===== src/rtl/uart_pkg.sv =====
// Shared definitions for the UART transmitter: parity codes, FSM states,
// and the data-bit-count clamp.
package uart_pkg;

    typedef enum logic [1:0] {
        PAR_NONE     = 2'd0,
        PAR_EVEN     = 2'd1,
        PAR_ODD      = 2'd2,
        PAR_NONE_ALT = 2'd3
    } parity_t;

    typedef enum logic [2:0] {
        ST_IDLE,
        ST_START,
        ST_DATA,
        ST_PARITY,
        ST_STOP
    } tx_state_t;

    localparam logic [3:0] NBITS_MIN = 4'd5;

    // Requests outside NBITS_MIN..max_bits fall back to the full word width.
    function automatic logic [3:0] clamp_nbits(input logic [3:0] req,
                                               input logic [3:0] max_bits);
        if (req < NBITS_MIN || req > max_bits) begin
            return max_bits;
        end
        return req;
    endfunction

endpackage


===== src/rtl/uart_tx_fifo.sv =====
// Show-ahead input FIFO for the UART transmitter. The head word is always
// visible on rdata; push while full and pop while empty are ignored.
module uart_tx_fifo #(
    parameter int DATA_W     = 8,
    parameter int FIFO_DEPTH = 4
) (
    input  logic                            clk,
    input  logic                            rst,
    input  logic                            push,
    input  logic [DATA_W-1:0]               wdata,
    input  logic                            pop,
    output logic [DATA_W-1:0]               rdata,
    output logic                            full,
    output logic                            empty,
    output logic [$clog2(FIFO_DEPTH):0]     count
);

    localparam int AW = $clog2(FIFO_DEPTH);
    localparam int CW = AW + 1;

    logic [DATA_W-1:0] mem_q [FIFO_DEPTH];
    logic [DATA_W-1:0] mem_d [FIFO_DEPTH];
    logic [AW-1:0]     wr_ptr_q, wr_ptr_d;
    logic [AW-1:0]     rd_ptr_q, rd_ptr_d;
    logic [CW-1:0]     count_q, count_d;
    logic              push_ok;
    logic              pop_ok;

    assign full    = (count_q == CW'(FIFO_DEPTH));
    assign empty   = (count_q == '0);
    assign count   = count_q;
    assign rdata   = mem_q[rd_ptr_q];
    assign push_ok = push && !full;
    assign pop_ok  = pop && !empty;

    // Next-state for storage, pointers and occupancy.
    always_comb begin
        mem_d    = mem_q;
        wr_ptr_d = wr_ptr_q;
        rd_ptr_d = rd_ptr_q;
        count_d  = count_q;
        if (push_ok) begin
            mem_d[wr_ptr_q] = wdata;
            wr_ptr_d        = wr_ptr_q + AW'(1);
        end
        if (pop_ok) begin
            rd_ptr_d = rd_ptr_q + AW'(1);
        end
        case ({push_ok, pop_ok})
            2'b10:   count_d = count_q + CW'(1);
            2'b01:   count_d = count_q - CW'(1);
            default: count_d = count_q;
        endcase
    end

    // FIFO state registers with asynchronous clear.
    always_ff @(posedge clk or posedge rst) begin
        if (rst) begin
            for (int unsigned i = 0; i < FIFO_DEPTH; i++) begin
                mem_q[i] <= '0;
            end
            wr_ptr_q <= '0;
            rd_ptr_q <= '0;
            count_q  <= '0;
        end else begin
            mem_q    <= mem_d;
            wr_ptr_q <= wr_ptr_d;
            rd_ptr_q <= rd_ptr_d;
            count_q  <= count_d;
        end
    end

endmodule


===== src/rtl/uart_tx_param.sv =====
// Parametrised UART transmitter: input FIFO, internal baud divider and a
// frame FSM (start, 5..DATA_W data bits LSB first, optional parity, 1/2 stop).
module uart_tx_param
    import uart_pkg::*;
#(
    parameter int DATA_W     = 8,
    parameter int DIV_W      = 16,
    parameter int FIFO_DEPTH = 4
) (
    input  logic                            clk,
    input  logic                            rst,
    input  logic [DIV_W-1:0]                baud_div,
    input  logic [3:0]                      nbits,
    input  logic [1:0]                      parity,
    input  logic                            stop2,
    input  logic [DATA_W-1:0]               s_data,
    input  logic                            s_valid,
    output logic                            s_ready,
    output logic                            txd,
    output logic                            busy,
    output logic [$clog2(FIFO_DEPTH):0]     fifo_count
);

    localparam logic [3:0] NBITS_MAX = 4'(DATA_W);

    tx_state_t          state_q, state_d;
    logic [DIV_W-1:0]   baud_cnt_q, baud_cnt_d;
    logic [DIV_W-1:0]   div_q, div_d;
    logic [3:0]         nbits_q, nbits_d;
    logic [3:0]         bit_idx_q, bit_idx_d;
    parity_t            par_q, par_d;
    logic               stop2_q, stop2_d;
    logic               stop_cnt_q, stop_cnt_d;
    logic               par_acc_q, par_acc_d;
    logic [DATA_W-1:0]  shreg_q, shreg_d;
    logic               txd_q, txd_d;

    logic               fifo_push;
    logic               fifo_pop;
    logic [DATA_W-1:0]  fifo_head;
    logic               fifo_full;
    logic               fifo_empty;
    logic               bit_end;
    logic               load_frame;
    logic               parity_on;

    assign s_ready   = !fifo_full;
    assign fifo_push = s_valid && s_ready;
    assign txd       = txd_q;
    assign busy      = (state_q != ST_IDLE);
    assign bit_end   = (baud_cnt_q == div_q);
    assign parity_on = (par_q == PAR_EVEN) || (par_q == PAR_ODD);

    uart_tx_fifo #(
        .DATA_W     (DATA_W),
        .FIFO_DEPTH (FIFO_DEPTH)
    ) u_fifo (
        .clk   (clk),
        .rst   (rst),
        .push  (fifo_push),
        .wdata (s_data),
        .pop   (fifo_pop),
        .rdata (fifo_head),
        .full  (fifo_full),
        .empty (fifo_empty),
        .count (fifo_count)
    );

    // Frame sequencing: next state, baud timing, shifting and the next line level.
    always_comb begin
        state_d    = state_q;
        baud_cnt_d = baud_cnt_q;
        div_d      = div_q;
        nbits_d    = nbits_q;
        bit_idx_d  = bit_idx_q;
        par_d      = par_q;
        stop2_d    = stop2_q;
        stop_cnt_d = stop_cnt_q;
        par_acc_d  = par_acc_q;
        shreg_d    = shreg_q;
        txd_d      = txd_q;
        fifo_pop   = 1'b0;
        load_frame = 1'b0;

        if (state_q != ST_IDLE) begin
            baud_cnt_d = bit_end ? '0 : baud_cnt_q + DIV_W'(1);
        end

        case (state_q)
            ST_IDLE: begin
                if (!fifo_empty) begin
                    load_frame = 1'b1;
                end
            end
            ST_START: begin
                if (bit_end) begin
                    state_d   = ST_DATA;
                    bit_idx_d = '0;
                end
            end
            ST_DATA: begin
                if (bit_end) begin
                    par_acc_d = par_acc_q ^ shreg_q[0];
                    shreg_d   = shreg_q >> 1;
                    if (bit_idx_q == nbits_q - 4'd1) begin
                        state_d    = parity_on ? ST_PARITY : ST_STOP;
                        stop_cnt_d = 1'b0;
                    end else begin
                        bit_idx_d = bit_idx_q + 4'd1;
                    end
                end
            end
            ST_PARITY: begin
                if (bit_end) begin
                    state_d    = ST_STOP;
                    stop_cnt_d = 1'b0;
                end
            end
            ST_STOP: begin
                if (bit_end) begin
                    if (stop2_q && !stop_cnt_q) begin
                        stop_cnt_d = 1'b1;
                    end else if (!fifo_empty) begin
                        load_frame = 1'b1;
                    end else begin
                        state_d = ST_IDLE;
                    end
                end
            end
            default: state_d = ST_IDLE;
        endcase

        // Shared by IDLE and end-of-STOP so back-to-back frames re-latch config.
        if (load_frame) begin
            fifo_pop   = 1'b1;
            shreg_d    = fifo_head;
            div_d      = baud_div;
            nbits_d    = clamp_nbits(nbits, NBITS_MAX);
            par_d      = parity_t'(parity);
            stop2_d    = stop2;
            state_d    = ST_START;
            baud_cnt_d = '0;
            bit_idx_d  = '0;
            par_acc_d  = 1'b0;
            stop_cnt_d = 1'b0;
        end

        // Line level follows the next state so txd_q changes on the same edge as state_q.
        case (state_d)
            ST_IDLE:   txd_d = 1'b1;
            ST_START:  txd_d = 1'b0;
            ST_DATA:   txd_d = shreg_d[0];
            ST_PARITY: txd_d = par_acc_d ^ (par_d == PAR_ODD);
            ST_STOP:   txd_d = 1'b1;
            default:   txd_d = 1'b1;
        endcase
    end

    // Transmitter state registers; reset abandons any frame and idles the line high.
    always_ff @(posedge clk or posedge rst) begin
        if (rst) begin
            state_q    <= ST_IDLE;
            baud_cnt_q <= '0;
            div_q      <= '0;
            nbits_q    <= NBITS_MAX;
            bit_idx_q  <= '0;
            par_q      <= PAR_NONE;
            stop2_q    <= 1'b0;
            stop_cnt_q <= 1'b0;
            par_acc_q  <= 1'b0;
            shreg_q    <= '0;
            txd_q      <= 1'b1;
        end else begin
            state_q    <= state_d;
            baud_cnt_q <= baud_cnt_d;
            div_q      <= div_d;
            nbits_q    <= nbits_d;
            bit_idx_q  <= bit_idx_d;
            par_q      <= par_d;
            stop2_q    <= stop2_d;
            stop_cnt_q <= stop_cnt_d;
            par_acc_q  <= par_acc_d;
            shreg_q    <= shreg_d;
            txd_q      <= txd_d;
        end
    end

endmodule


===== config.mk =====
export PLATFORM = sky130hd
export DESIGN_NAME = uart_tx_param
export DESIGN_NICKNAME = d
export VERILOG_FILES = /design/src/rtl/uart_pkg.sv /design/src/rtl/uart_tx_fifo.sv /design/src/rtl/uart_tx_param.sv
export SDC_FILE = /design/constraint.sdc
export NUM_CORES = 1
export LEC_CHECK = 0
export CAP_MARGIN = 25
export CORE_ASPECT_RATIO = 1.2
export CORE_UTILIZATION = 52
export CTS_CLUSTER_DIAMETER = 150
export DETAILED_ROUTE_END_ITERATION = 16
export PLACE_DENSITY = 0.77
export SETUP_SLACK_MARGIN = 0.05
export SYNTH_ARGS = -nofsm -noshare
export SYNTH_HDL_FRONTEND = slang
export SYNTH_SLANG_ARGS = --single-unit

===== constraint.sdc =====
create_clock -name clk -period 3.2 [get_ports clk]
set_input_delay 0.96 -clock clk [delete_from_list [all_inputs] [get_ports clk]]
set_output_delay 0.96 -clock clk [all_outputs]
set_load 0.01 [all_outputs]

### Signal wires on met3

Cells faint in the background.
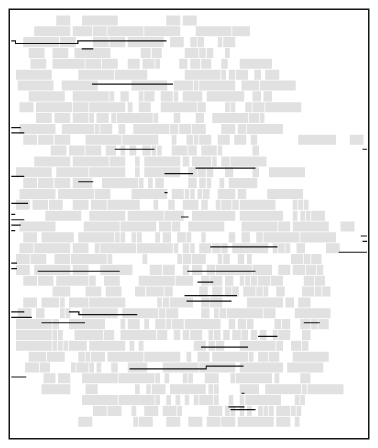
longest straight run: 22.1 µm
wire length on this layer: 309 µm
share of all routed wire: 3.2%
nets with wire on the layer: 32
Total Routed Length: 9660 µm
Vias: 3,403
met3 usage: 0.0431

### Routed metal per tile

The bar under the picture is 20 µm long. 18 x 21 tiles, from white (low) to dark blue (high), scaled to the fullest tile. Values are wire area over tile area, all layers added.
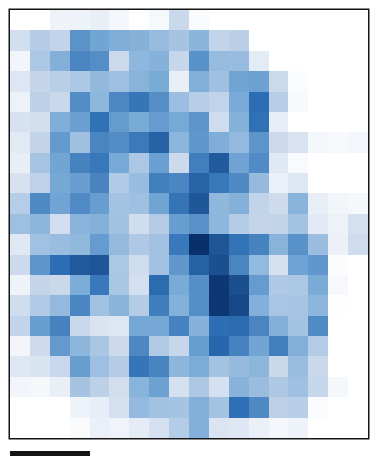
densest ninth of the die: center
tiles over half the peak: 27%
emptiest ninth of the die: upper right
Wirelength per Cell: 15.8 µm
gr usage total: 0.220

### The clock network

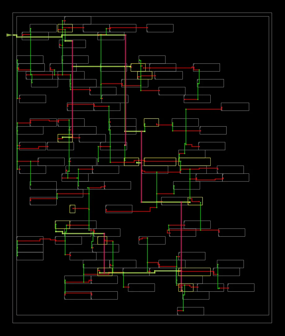
worst setup skew after layout: 0.0151 ns
clock group power: 965 µW
clock buffer count: 10
Sink Count: 96
num sequential: 96

==> flow_metrics.env <==
# source this file to load flow results
export IMPL_remaining_drc_errors=0
export IMPL_crit_type="reg2out"
export IMPL_timing_rr_start="baud_cnt_q[13]"
export IMPL_ys_ff=96
export IMPL_clk_pin_slew_ns=0.10
export IMPL_ys_cells=454
export IMPL_gp_congestion=0.821
export IMPL_timing_final_crit_period_ns=2.96
export IMPL_largest_reg_flops=32
export IMPL_nets=531
export IMPL_regMostFlops="u_fifo.mem_q"
export IMPL_top_layer_used="met4"
export IMPL_flop_area_um2=2400
export IMPL_grt_pass1_vias=3468
export IMPL_p_per_area_nw_per_um2=635
export IMPL_cts_inserted_buffers=9
export IMPL_die_size_y_um=107
export IMPL_cts_buffer_depth=2
export IMPL_cts_setup_buffers=0
export IMPL_dr_first_iter_drc_count=241
export IMPL_internal_power_mw=2.55
export IMPL_critPathMaxStageDelay_ns=0.53
export IMPL_ys_warnings_count=0
export IMPL_status="complete, no violations"
export IMPL_xor_area_frac=0.0627
export IMPL_port_buffers=39
export IMPL_cts_root_buffer_cell="clkbuf_8"
export IMPL_final_cells=612
export IMPL_most_common_cell="dfrtp_1"
export IMPL_syn_inst=454
export IMPL_cts_resized=0
export IMPL_relSlewSlack=0.604
export IMPL_ff2ff_path_depth=11
export IMPL_synth_adder_area_share=0.0250
export IMPL_busiest_layer="met2"
export IMPL_power_group_top="registers"
export IMPL_ios=40
export IMPL_fp_util=0.532
export IMPL_fin_ws_ns=0.241
export IMPL_die_width_um=89.8
export IMPL_setup_violations=0
export IMPL_overflow=0
export IMPL_placed_cells=597
export IMPL_use_met2=0.382
export IMPL_seq_area_frac=0.433
export IMPL_ff_type="dfrtp_1"
export IMPL_power_frac_comb=0.237
export IMPL_final_layout_size_suffix_gt1_frac=0.144
export IMPL_r2r_slack_ns=0.54
export IMPL_nMultiInputCombCells=319
export IMPL_synthTopCellsByCount="94 x dfrtp_1, 84 x nand2_1, 32 x mux2_2"
export IMPL_syn_cell_area_um2=4810
export IMPL_utilization=0.614
export IMPL_antenna_left=0
export IMPL_cp_required_ns=2.24
export IMPL_seq_power_share=0.489
export IMPL_endpoint_kind="output port"
export IMPL_fin_crit_sh=0.925
export IMPL_crit_family="buffers and inverters"
export IMPL_endpoint="busy"
export IMPL_power_mw=3.52
export IMPL_finalHoldWorstSlack_ns=0.485
export IMPL_critPathMaxFanout=10
export IMPL_hpwl_um=6750
export IMPL_cts_max_level=3
export IMPL_cp_startpoint="state_q[2]"
export IMPL_buffers_excl_clock=43
export IMPL_rsz0062_at_grt="no"
export IMPL_sh_comb_area=0.404
export IMPL_muxShareOfSynthArea=0.119
export IMPL_worstPathCellList="nor3_1, inv_1, clkdlybuf4s50_1"
export IMPL_wl_met2_um=5060
export IMPL_hold_viol=0
export IMPL_min_to="shreg_q[4]"
export IMPL_top_regs="u_fifo.mem_q: 32 flops, baud_cnt_q: 16 flops, div_q: 16 flops"
export IMPL_top_area_cell="dfrtp_1"
export IMPL_drv_cap=0
export IMPL_holdPathStages=1
export IMPL_swShare=0.276
export IMPL_cp_depth=3
export IMPL_leakagePower_nw=2.47
export IMPL_grtUsageMet1=0.273
### Clock wires, drivers and flops

The bar under the picture is 20 µm long.
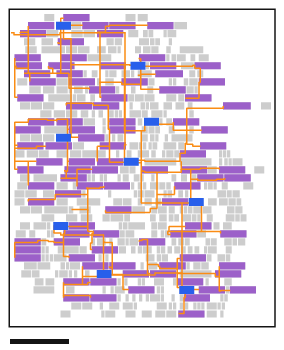
[clock-net drivers] blue | count: 9
[clock wires] orange | length: 1,170 µm
[flip-flops] purple | count: 96
flops lie: spread over the die
routed clock nets: 10
clock share of power: 0.274
Latency at later pin: 0.38 ns

### A small window of the routed layout

Region (25, 34) to (65, 74) µm. Cells in gray, sequential cells in the stronger gray; small squares are vias.
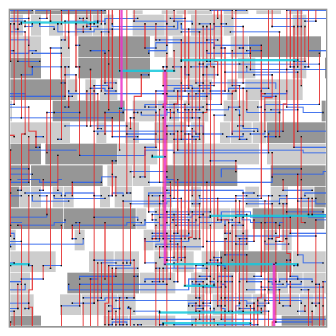
| layer | color |
|---|---|
| M4 | magenta |
| M3 | cyan |
| M2 | red |
| M1 | blue |
cells with their middle in the window: 126
netlist names of flops here include: baud_cnt_q (5), state_q (3), par_q (2)
sequential cells in the window: 16
most frequent: nand2_1 (20), dfrtp_1 (16), nor2_1 (9)

Power and IR drop assume default switching activity.
